## config.mk

```make
export PLATFORM = sky130hd
export DESIGN_NAME = roundkey_seq_flat
export DESIGN_NICKNAME = d
export VERILOG_FILES = /design/src/rtl/roundkey_seq_if.sv /design/src/rtl/roundkey_seq.sv /design/src/flat_wrapper.sv
export SDC_FILE = /design/constraint.sdc
export NUM_CORES = 2
export LEC_CHECK = 0
export ABC_AREA = 1
export ABC_CLOCK_PERIOD_IN_PS = 195700
export CORE_AREA = 2 2 606 608
export CTS_BUF_LIST = sky130_fd_sc_hd__clkbuf_8
export DETAILED_ROUTE_END_ITERATION = 6
export DIE_AREA = 0 0 608 610
export GPL_TIMING_DRIVEN = 1
export PLACE_DENSITY = 0.37
export SLEW_MARGIN = 20
export SYNTH_ARGS = -nofsm -noshare
export SYNTH_HDL_FRONTEND = slang
export SYNTH_SLANG_ARGS = --single-unit
```

## constraint.sdc

```tcl
create_clock -name clk -period 195.7 [get_ports clk]
set_input_delay 48.925 -clock clk [delete_from_list [all_inputs] [get_ports clk]]
set_output_delay 48.925 -clock clk [all_outputs]
set_load 0.05 [all_outputs]
```

## src/rtl/roundkey_seq_if.sv

```systemverilog
// Round-key sequencer bus: expanded key words in from the key expansion,
// one 128-bit round key per beat out to the cipher core.
interface roundkey_seq_if #(
    parameter int WORD = 32,
    parameter int NB   = 4,
    parameter int NR   = 10,
    parameter int IW   = $clog2(NR + 1)
);
    logic                         i_key_valid;
    logic [WORD*NB*(NR+1)-1:0]    i_w;
    logic                         i_rk_req;
    logic                         i_rk_dec;
    logic                         o_key_ready;
    logic                         o_busy;
    logic                         o_rk_valid;
    logic [WORD*NB-1:0]           o_rk;
    logic [IW-1:0]                o_rk_idx;
    logic                         o_rk_last;

    modport master (
        output i_key_valid, i_w, i_rk_req, i_rk_dec,
        input  o_key_ready, o_busy, o_rk_valid, o_rk, o_rk_idx, o_rk_last
    );

    modport slave (
        input  i_key_valid, i_w, i_rk_req, i_rk_dec,
        output o_key_ready, o_busy, o_rk_valid, o_rk, o_rk_idx, o_rk_last
    );
endinterface

```

## src/rtl/roundkey_seq.sv

```systemverilog
// Round-key sequencer: waits for the key expansion to settle, snapshots the
// schedule, then streams round keys in encryption or decryption order.
module roundkey_seq #(
    parameter int WORD   = 32,
    parameter int NB     = 4,
    parameter int NK     = 4,
    parameter int NR     = 10,
    parameter int KE_LAT = NB * (NR + 1) - NK,
    parameter int IW     = $clog2(NR + 1)
) (
    input  logic           clk,
    input  logic           rst,
    roundkey_seq_if.slave  bus
);

    localparam int CW  = (KE_LAT > 1) ? $clog2(KE_LAT) : 1;
    localparam int RKW = WORD * NB;

    typedef enum logic [1:0] {IDLE, WAIT, READY, STREAM} state_t;

    state_t          state_q, state_n;
    logic [CW-1:0]   cnt_q, cnt_n;
    logic            dec_q, dec_n;
    logic [IW-1:0]   idx_q, idx_n;
    logic            last_q, last_n;
    logic            capture;
    logic            ready_q, busy_q, valid_q;
    logic [RKW-1:0]  rk_q;
    logic [RKW-1:0]  rk_file [NR+1];

    // A key load restarts the settle wait from any state, aborting a stream.
    always_comb begin
        state_n = state_q;
        cnt_n   = cnt_q;
        dec_n   = dec_q;
        idx_n   = idx_q;
        last_n  = last_q;
        capture = 1'b0;
        if (bus.i_key_valid) begin
            state_n = WAIT;
            cnt_n   = CW'(KE_LAT - 1);
            last_n  = 1'b0;
        end else begin
            case (state_q)
                WAIT: begin
                    if (cnt_q == '0) begin
                        capture = 1'b1;
                        state_n = READY;
                    end else begin
                        cnt_n = cnt_q - CW'(1);
                    end
                end
                READY: begin
                    if (bus.i_rk_req) begin
                        state_n = STREAM;
                        dec_n   = bus.i_rk_dec;
                        idx_n   = bus.i_rk_dec ? IW'(NR) : '0;
                        last_n  = 1'b0;
                    end
                end
                STREAM: begin
                    if (last_q) begin
                        state_n = READY;
                    end else if (dec_q) begin
                        idx_n  = idx_q - IW'(1);
                        last_n = (idx_q == IW'(1));
                    end else begin
                        idx_n  = idx_q + IW'(1);
                        last_n = (idx_q == IW'(NR - 1));
                    end
                end
                default: ;
            endcase
        end
    end

    always_ff @(posedge clk) begin
        if (!rst) begin
            state_q <= IDLE;
            cnt_q   <= '0;
            dec_q   <= 1'b0;
        end else begin
            state_q <= state_n;
            cnt_q   <= cnt_n;
            dec_q   <= dec_n;
        end
    end

    // Status flags are derived from the next state so they line up with it.
    always_ff @(posedge clk) begin
        if (!rst) begin
            ready_q <= 1'b0;
            busy_q  <= 1'b0;
            valid_q <= 1'b0;
            idx_q   <= '0;
            last_q  <= 1'b0;
            rk_q    <= '0;
        end else begin
            ready_q <= (state_n == READY) || (state_n == STREAM);
            busy_q  <= (state_n == WAIT) || (state_n == STREAM);
            valid_q <= (state_n == STREAM);
            idx_q   <= idx_n;
            last_q  <= last_n;
            if (state_n == STREAM) begin
                rk_q <= rk_file[idx_n];
            end
        end
    end

    // Lowest-numbered word of each round key lands in the MSBs.
    always_ff @(posedge clk) begin
        if (capture) begin
            for (int k = 0; k <= NR; k++) begin
                for (int j = 0; j < NB; j++) begin
                    rk_file[k][WORD*(NB-j)-1 -: WORD] <= bus.i_w[WORD*(NB*k+j) +: WORD];
                end
            end
        end
    end

    assign bus.o_key_ready = ready_q;
    assign bus.o_busy      = busy_q;
    assign bus.o_rk_valid  = valid_q;
    assign bus.o_rk        = rk_q;
    assign bus.o_rk_idx    = idx_q;
    assign bus.o_rk_last   = last_q;

endmodule

```

## src/flat_wrapper.sv

```systemverilog
// flat-port wrapper written by rule: the top's interface ports become plain ports
module roundkey_seq_flat 
#(
    parameter int WORD   = 32,
    parameter int NB     = 4,
    parameter int NK     = 4,
    parameter int NR     = 10,
    parameter int KE_LAT = NB * (NR + 1) - NK,
    parameter int IW     = $clog2(NR + 1)
)
  (clk, rst, bus_i_key_valid, bus_i_w, bus_i_rk_req, bus_i_rk_dec, bus_o_key_ready, bus_o_busy, bus_o_rk_valid, bus_o_rk, bus_o_rk_idx, bus_o_rk_last);
  roundkey_seq_if #(.WORD(WORD), .NB(NB), .NR(NR), .IW(IW)) bus_i ();
  input  logic clk;
  input  logic rst;
  input wire logic [$bits(bus_i.i_key_valid)-1:0] bus_i_key_valid;
  input wire logic [$bits(bus_i.i_w)-1:0] bus_i_w;
  input wire logic [$bits(bus_i.i_rk_req)-1:0] bus_i_rk_req;
  input wire logic [$bits(bus_i.i_rk_dec)-1:0] bus_i_rk_dec;
  output wire logic [$bits(bus_i.o_key_ready)-1:0] bus_o_key_ready;
  output wire logic [$bits(bus_i.o_busy)-1:0] bus_o_busy;
  output wire logic [$bits(bus_i.o_rk_valid)-1:0] bus_o_rk_valid;
  output wire logic [$bits(bus_i.o_rk)-1:0] bus_o_rk;
  output wire logic [$bits(bus_i.o_rk_idx)-1:0] bus_o_rk_idx;
  output wire logic [$bits(bus_i.o_rk_last)-1:0] bus_o_rk_last;
  assign bus_i.i_key_valid = bus_i_key_valid;
  assign bus_i.i_w = bus_i_w;
  assign bus_i.i_rk_req = bus_i_rk_req;
  assign bus_i.i_rk_dec = bus_i_rk_dec;
  assign bus_o_key_ready = bus_i.o_key_ready;
  assign bus_o_busy = bus_i.o_busy;
  assign bus_o_rk_valid = bus_i.o_rk_valid;
  assign bus_o_rk = bus_i.o_rk;
  assign bus_o_rk_idx = bus_i.o_rk_idx;
  assign bus_o_rk_last = bus_i.o_rk_last;
  roundkey_seq #(.WORD(WORD), .NB(NB), .NK(NK), .NR(NR), .KE_LAT(KE_LAT), .IW(IW)) u_core (.clk(clk), .rst(rst), .bus(bus_i));
endmodule
```

==> impl_metrics.csv <==
group,metric,value,unit
routing,drc,1,
synth,syn_area_per_cell,10.90,sq um
synth,ys_sh_xor,0.01322,%
grt,overflow,0,
grt,met1_usage,20.77,%
cells_and_area,regArea,45160,sq um
synth,ys_sh_simple,21.99,%
status,outcome,"finished, violations left",
setup_path,cp_top_family,"buffers and inverters",
synth,synth-edff-count,1408,
setup_path,max_stage_delay,0.86,ns
synth,yosys-stat-area,66240,sq um
routing,ant_nets,0,
cells_and_area,fin_nets,9018,
timing,setup_viol,0,
cts,cts_tree,"yes",
timing,drv_slew,0,
power_and_ir_drop,p_comb,0.0000777,W
status,violations,"DRC",
placement,place.detailed.hpwl,239.9,mm
synth,ys_sh_mux,0,%
synth,synthTopCellsByCount,"nand3_1, edfxtp_1, nand2_1, inv_1, nor2_1",
power_and_ir_drop,internal_power,0.0005713,W
cells_and_area,nClkBuffers,346,
setup_path,worstPathMaxFanout,150,
setup_path,path_cells,"clkdlybuf4s50_1, inv_2, nand2_2, nand2_4, nand2_4, buf_12, buf_4, buf_4, buf_4, nand2_1, nand2_1, nor2_1, nor2_1, nor2_1, a21oi_1",
cells_and_area,biggestCellCategory,"flip-flops and latches",
cells_and_area,flops,1552,
timing,period_minus_slack,54.44,ns
cells_and_area,logic_gates,3303,
routing,dr.max_layer_used,"met5",
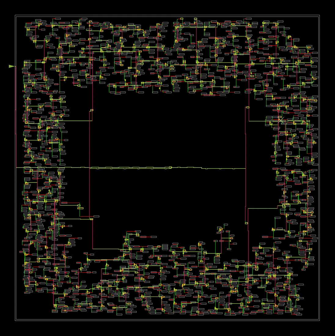
**Above:** clock nets.
Num CTS Buffers: 312
Final Skew: 0.05654 ns

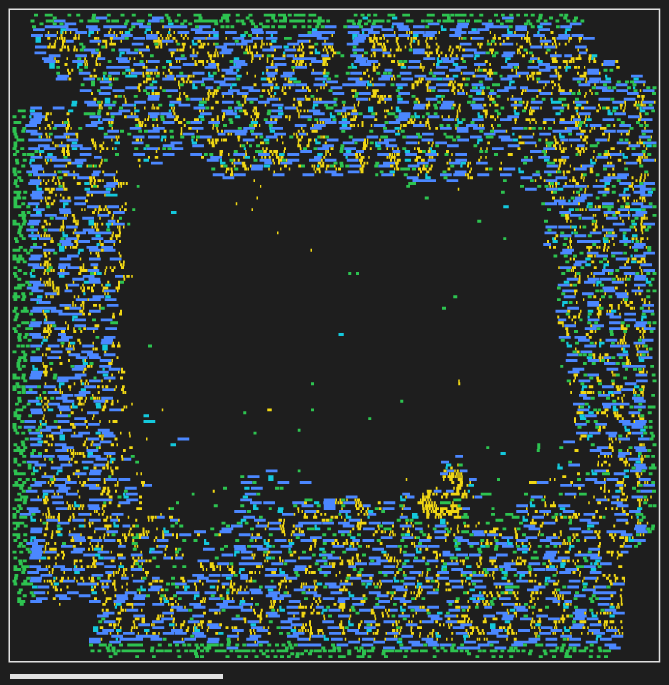
**Above:** placed cells, one colour a class.
Bar = 200 um.
[clock drivers and dummy loads] cyan | cells: 569
[all other logic] yellow | cells: 4102
[flip-flops] blue | cells: 1552
[other buffers and delay cells] green | cells: 1633
core area: 364400 sq um
sequential share of cell area: 48.71%
post-route cell area: 92710 sq um
Layout Utilization: 25.44%

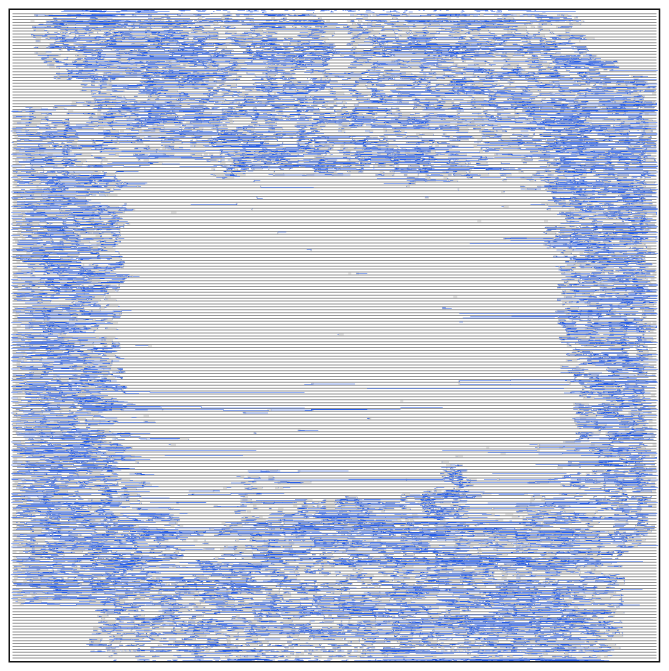
**Above:** metal 1.
Supply wires on this layer in grey. Cells faint in the background.
longest straight run: 186 um
share of all routed wire: 40%
wire length on this layer: 135 mm
nets with wire on the layer: 8388
DRT Wirelength: 337.6 mm
DR vias: 53115

